<file path="src/rtl/frame_buf_sched.sv">
// frame_buf_sched: slot scheduler for the triple-buffered video frame store.
// Hands the DDR writer a free slot per incoming frame and hands the DDR reader
// the newest completed frame. Stale frames are dropped and the last frame is
// repeated when the two sides run at different rates.
// Optional macro FRAME_BUF_SCHED_STATS_EN adds the drop/repeat counter ports.
module frame_buf_sched #(
    parameter int unsigned           ADDR_WIDTH    = 32,
    parameter logic [ADDR_WIDTH-1:0] START_ADDR    = 32'h3fff0000,
    parameter int unsigned           FRAMES_AMOUNT = 3,
    parameter int unsigned           FRAME_RES_X   = 1920,
    parameter int unsigned           FRAME_RES_Y   = 1080,
    parameter int unsigned           PX_BYTES      = 2
) (
    input  logic                  clk_i,
    input  logic                  rst_i,
    input  logic                  wr_req_i,
    output logic                  wr_ack_o,
    output logic [ADDR_WIDTH-1:0] wr_addr_o,
    input  logic                  wr_done_stb_i,
    input  logic                  rd_req_i,
    output logic                  rd_ack_o,
    output logic [ADDR_WIDTH-1:0] rd_addr_o,
    output logic                  rd_repeat_o,
    input  logic                  rd_done_stb_i
`ifdef FRAME_BUF_SCHED_STATS_EN
    ,
    output logic [15:0]           drop_cnt_o,
    output logic [15:0]           repeat_cnt_o
`endif
);

    // Per-slot states
    localparam logic [2:0] S_FREE    = 3'd0;
    localparam logic [2:0] S_WRITING = 3'd1;
    localparam logic [2:0] S_READY   = 3'd2;
    localparam logic [2:0] S_SHOWN   = 3'd3;
    localparam logic [2:0] S_READING = 3'd4;

    // Arbiter states
    localparam logic [1:0] ST_IDLE  = 2'd0;
    localparam logic [1:0] ST_ARB   = 2'd1;
    localparam logic [1:0] ST_GRANT = 2'd2;

    // Slot pitch rounded up to a 4 KiB boundary
    localparam logic [63:0] FRAME_BYTES =
        ((64'(FRAME_RES_X) * 64'(FRAME_RES_Y) * 64'(PX_BYTES) + 64'd4095) / 64'd4096) * 64'd4096;

    function automatic logic [ADDR_WIDTH-1:0] slot_addr(input logic [2:0] idx);
        logic [63:0] a;
        a = 64'(START_ADDR) + 64'(idx) * FRAME_BYTES;
        return a[ADDR_WIDTH-1:0];
    endfunction

    logic [1:0]            r_state;
    logic [2:0]            r_slot     [FRAMES_AMOUNT];
    logic                  r_wr_ack;
    logic                  r_rd_ack;
    logic [ADDR_WIDTH-1:0] r_wr_addr;
    logic [ADDR_WIDTH-1:0] r_rd_addr;
    logic                  r_rd_repeat;
    logic                  r_prio_rd;

    logic [2:0]            w_tbl_done [FRAMES_AMOUNT];
    logic [2:0]            w_tbl_next [FRAMES_AMOUNT];
    logic                  w_has_writing;
    logic                  w_ready_any;
    logic [2:0]            w_ready_idx;
    logic                  w_shown_any;
    logic [2:0]            w_shown_idx;
    logic                  w_free_any;
    logic [2:0]            w_free_idx;
    logic                  w_rd_ok;
    logic                  w_wr_sel;
    logic                  w_rd_sel;
    logic                  w_rd_repeat;
    logic [2:0]            w_rd_idx;
`ifdef FRAME_BUF_SCHED_STATS_EN
    logic                  w_drop;
`endif

    // Apply done strobes first, then arbitrate on the updated table.
    // A READING slot counts as SHOWN for read evaluation, so a re-request
    // while reading either repeats it or releases it for a newer frame.
    always_comb begin
        w_has_writing = 1'b0;
`ifdef FRAME_BUF_SCHED_STATS_EN
        w_drop        = 1'b0;
`endif
        for (int unsigned k = 0; k < FRAMES_AMOUNT; k++) begin
            w_tbl_done[k] = r_slot[k];
            if (r_slot[k] == S_WRITING) w_has_writing = 1'b1;
        end
        for (int unsigned k = 0; k < FRAMES_AMOUNT; k++) begin
            if (wr_done_stb_i && w_has_writing) begin
                if (r_slot[k] == S_WRITING) begin
                    w_tbl_done[k] = S_READY;
                end else if (r_slot[k] == S_READY) begin
                    w_tbl_done[k] = S_FREE;
`ifdef FRAME_BUF_SCHED_STATS_EN
                    w_drop        = 1'b1;
`endif
                end
            end
            if (rd_done_stb_i && r_slot[k] == S_READING) w_tbl_done[k] = S_SHOWN;
        end

        w_ready_any = 1'b0;
        w_ready_idx = '0;
        w_shown_any = 1'b0;
        w_shown_idx = '0;
        w_free_any  = 1'b0;
        w_free_idx  = '0;
        for (int unsigned k = 0; k < FRAMES_AMOUNT; k++) begin
            if (w_tbl_done[k] == S_READY) begin
                w_ready_any = 1'b1;
                w_ready_idx = 3'(k);
            end
            if (w_tbl_done[k] == S_SHOWN || w_tbl_done[k] == S_READING) begin
                w_shown_any = 1'b1;
                w_shown_idx = 3'(k);
            end
            if (!w_free_any && (w_tbl_done[k] == S_FREE || w_tbl_done[k] == S_WRITING)) begin
                w_free_any = 1'b1;
                w_free_idx = 3'(k);
            end
        end

        w_rd_ok     = rd_req_i && (w_ready_any || w_shown_any);
        w_wr_sel    = (r_state == ST_ARB) && wr_req_i && (!w_rd_ok || !r_prio_rd);
        w_rd_sel    = (r_state == ST_ARB) && w_rd_ok && !w_wr_sel;
        w_rd_repeat = !w_ready_any;
        w_rd_idx    = w_ready_any ? w_ready_idx : w_shown_idx;

        for (int unsigned k = 0; k < FRAMES_AMOUNT; k++) begin
            w_tbl_next[k] = w_tbl_done[k];
            if (w_wr_sel) begin
                if (w_tbl_done[k] == S_WRITING) w_tbl_next[k] = S_FREE;
                if (3'(k) == w_free_idx)        w_tbl_next[k] = S_WRITING;
            end else if (w_rd_sel) begin
                if (w_ready_any) begin
                    if (w_tbl_done[k] == S_READY)
                        w_tbl_next[k] = S_READING;
                    else if (w_tbl_done[k] == S_SHOWN || w_tbl_done[k] == S_READING)
                        w_tbl_next[k] = S_FREE;
                end else if (3'(k) == w_shown_idx) begin
                    w_tbl_next[k] = S_READING;
                end
            end
        end
    end

    // Slot table, arbiter FSM, grant outputs and round-robin priority
    always_ff @(posedge clk_i) begin
        if (rst_i) begin
            r_state     <= ST_IDLE;
            for (int unsigned k = 0; k < FRAMES_AMOUNT; k++) r_slot[k] <= S_FREE;
            r_wr_ack    <= 1'b0;
            r_rd_ack    <= 1'b0;
            r_wr_addr   <= START_ADDR;
            r_rd_addr   <= START_ADDR;
            r_rd_repeat <= 1'b0;
            r_prio_rd   <= 1'b0;
        end else begin
            r_slot   <= w_tbl_next;
            r_wr_ack <= w_wr_sel;
            r_rd_ack <= w_rd_sel;
            if (w_wr_sel) begin
                r_wr_addr <= slot_addr(w_free_idx);
                r_prio_rd <= 1'b1;
            end
            if (w_rd_sel) begin
                r_rd_addr   <= slot_addr(w_rd_idx);
                r_rd_repeat <= w_rd_repeat;
                r_prio_rd   <= 1'b0;
            end
            case (r_state)
                ST_IDLE:  if (wr_req_i || rd_req_i) r_state <= ST_ARB;
                ST_ARB:   r_state <= (w_wr_sel || w_rd_sel) ? ST_GRANT : ST_IDLE;
                ST_GRANT: r_state <= ST_IDLE;
                default:  r_state <= ST_IDLE;
            endcase
        end
    end

`ifdef FRAME_BUF_SCHED_STATS_EN
    logic [15:0] r_drop_cnt;
    logic [15:0] r_repeat_cnt;

    // Saturating statistics counters
    always_ff @(posedge clk_i) begin
        if (rst_i) begin
            r_drop_cnt   <= '0;
            r_repeat_cnt <= '0;
        end else begin
            if (w_drop && r_drop_cnt != 16'hFFFF)                  r_drop_cnt   <= r_drop_cnt + 16'd1;
            if (w_rd_sel && w_rd_repeat && r_repeat_cnt != 16'hFFFF) r_repeat_cnt <= r_repeat_cnt + 16'd1;
        end
    end

    assign drop_cnt_o   = r_drop_cnt;
    assign repeat_cnt_o = r_repeat_cnt;
`endif

    // Acks are masked while reset is asserted
    assign wr_ack_o    = r_wr_ack && !rst_i;
    assign rd_ack_o    = r_rd_ack && !rst_i;
    assign wr_addr_o   = r_wr_addr;
    assign rd_addr_o   = r_rd_addr;
    assign rd_repeat_o = r_rd_repeat;

endmodule

</file>
<file path="config.mk">
export PLATFORM = sky130hd
export DESIGN_NAME = frame_buf_sched
export DESIGN_NICKNAME = d
export VERILOG_FILES = /design/src/rtl/frame_buf_sched.sv
export SDC_FILE = /design/constraint.sdc
export NUM_CORES = 1
export LEC_CHECK = 0
export CORE_MARGIN = 10
export CORE_UTILIZATION = 46
export DETAILED_ROUTE_END_ITERATION = 10
export HOLD_SLACK_MARGIN = 0.15
export PLACE_DENSITY = 0.78
export SETUP_SLACK_MARGIN = 0.02
export SLEW_MARGIN = 20
export SYNTH_ARGS = -nofsm -noshare
export SYNTH_HDL_FRONTEND = slang
export SYNTH_SLANG_ARGS = --single-unit
</file>
<file path="constraint.sdc">
create_clock -name clk_i -period 4.2 [get_ports clk_i]
set_clock_uncertainty 0.05 [all_clocks]
set_input_delay 0.84 -clock clk_i [delete_from_list [all_inputs] [get_ports clk_i]]
set_output_delay 0.84 -clock clk_i [all_outputs]
set_load 0.03 [all_outputs]
</file>
==> images/gates.png <==
Scale: 4 px per um.
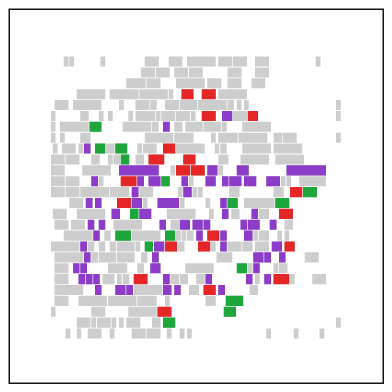
legend:
  non-inverting ao/oa cells:
    color: red
    cells: 21
    most_used: o31a_1
    where: center
  and/or cells:
    color: green
    cells: 16
    most_used: and3_1
  aoi and oai cells:
    color: purple
    cells: 66
    most_used: a21oi_1
most numerous logic cell after layout: clkdlybuf4s50_1
fin cells: 379
combinational fraction of the cell area: 49.57%

==> images/congestion_map.png <==
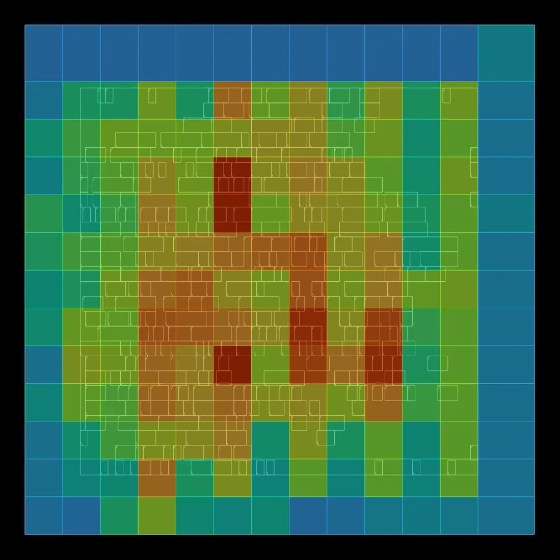
met1 Track Usage GR: 17.28%
met2 Usage GRT: 22.31%

==> images/sizing.png <==
Scale: 4 px per um.
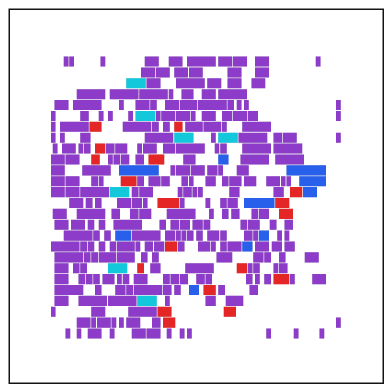
legend:
  x1 and smaller:
    color: purple
    cells: 274
    share: 89%
  x3 and x4:
    color: blue
    cells: 10
    share: 3.2%
  x6 and larger:
    color: cyan
    cells: 7
    share: 2.3%
  x2:
    color: red
    cells: 18
    share: 5.8%

==> deck_impl_summary.md <==
Flow Results at a Glance

Pwr
  – Clock group power: 265 uW
  – Max IR drop VDD: 169.8 uV
  – Top pwr grp: registers
  – Final total power: 777.4 uW
  – Internal Pwr Total: 529.1 uW
  – Seq pwr: 334 uW
  – Pleak: 1.039 nW
  – Combinational group share of total power: 22.9%
  – Sw Pwr: 248.3 uW
  – Clock group share of total power: 34.1%
  – Net Sw Frac: 31.94%
  – Comb group: 178 uW
  – PD cells: 283.1 nW/um2
  – Reg power frac: 43.0%

Cells and area
  – Share of layout cells above drive strength 1: 11.33%
  – Syn-to-layout area delta: 11.65%
  – Ant. Diodes: 0
  – Non-clk bufs: 50
  – Inverters: 12
  – CLK BUF: 7
  – Number of logic gates: 206
  – Most instantiated logic cells after routing: 46 x clkdlybuf4s50_1, 33 x dfxtp_1, 26 x conb_1, 22 x a21oi_1, 19 x o21ai_0
  – Signal buffers share of area: 17.86%
  – Clock buf/inv share: 3.690%
  – Register area: 660.6 um2
  – Comb area: 1361 um2
  – Sequential share of cell area: 24.05%
  – Final core occ: 53.43%

Floorplanning
  – # rows: 26
  – Placeable core region: 5140 um2
  – Die width: 93.13 um
  – Chip area: 8672 um2
  – Init Core Util: 47.86%

Worst setup path
  – FF-to-FF setup slack: 1.62 ns
  – Worst path required time: 4.33 ns
  – CP Class: input pin to register
  – Element type at the critical path end: register
  – CP arrival: 3.42 ns
  – CP max stage delay: 0.64 ns
  – CP Cell Sequence: clkdlybuf4s50_1, nor4bb_1, buf_4, or4_1, nor2_1, a21boi_1, ha_1, o32a_1
  – Reg-to-Reg End: rd_addr_o[22]
  – Origin of the critical flop-to-flop path: r_slot[1]
  – CP max FO: 14
  – Crit path to: rd_addr_o[22]
  – R2r worst-path depth: 7
  – Buf/Inv on CP: 2

Routing
  – # DRC: 0
  – Max Used Layer: met4
  – DRT met1 WL: 2.767 mm
  – Met3 wire length: 454 um
  – Vias/cell: 5.512
  – Routed Wire Length: 6.258 mm
  – Met2 WL: 2.943 mm
  – Post-DRT Antenna Nets: 0
  – WL/cell: 16.51 um
  – Drt first pass iters: 5
  – Vias post-DR: 2089

Hold path
  – WHS Endpoint: r_state[0]
  – Hold crit path type: register to register
  – Worst hold stages: 1

GRT
  – Largest net degree at the start of global routing: 17
  – Routing usage on met3: 4.077%
  – Gr busiest metal: met2
  – Initial antenna violation count: 0
  – GRT Total Usage: 13.93%
  – First-pass GRT wire length: 9.887 mm
  – Number of global-route vias before repair: 1923

Synth
  – Chip Area, Yosys: 2460 um2
  – Synthesized area per cell: 8.571 um2
  – Synth flops: 33
  – Share of the synthesized area in the top cell type: 26.86%
  – Yosys warnings: 0
  – Post-synthesis sequential area ratio: 26.86%
  – Compound Share, Synth: 26.20%
  – Post-Syn Area: 2460 um2
  – Post-synth top cells: 49 x buf_4, 33 x dfxtp_1, 22 x a21oi_1
  – EDFF count, synth: 0
  – Xor+xnor area frac: 0%
  – Mapped Cells: 287
  – Synth Flop Type: dfxtp_1
  – Top cells, area: dfxtp_1 27%, buf_4 15%, a21oi_1 4.5%, o21ai_0 3.9%, buf_6 3.2%
  – Ys cells: 287
  – Mux area share: 0.8138%
  – Simple Share, Synth: 21.31%
  – Asr flop ratio synth: 0%

Final timing
  – Worst setup margin: 0.9040 ns
  – Endpoints failing setup: 0
  – RSZ-0062 raised after global routing: false
  – F_max: 0.3034 GHz
  – Fin crit period: 3.296 ns
  – Slew margin rel.: 55.30%
  – Slew Limit Fails: 0
  – Fin Hold WS: 0.3592 ns
  – Final Hold Vio Count: 0

Clock tree
  – Worst-Skew Late Latency: 0.29 ns
  – # H-tree levels: 2
  – Sink Count: 33
  – Num CTS Buffers: 5
  – Clk slew on worst S/H paths: 0.07 ns
  – Hold buffers post-CTS: 0
  – Setup Buffers After CTS: 0
  – Post-cts gate resize count: 0

Job
  – Max Cap Violations: 0
  – Tool warnings: 30

Place
  – Routability Congestion: 0.9901
  – Post-place instance area: 2645 um2
  – Dpl cells: 371
  – Post-DP HPWL: 4.818 mm
  – Port Buf Inserts: 46

Run status
  – Status: finished clean
Power is estimated from default activity; no workload was simulated.
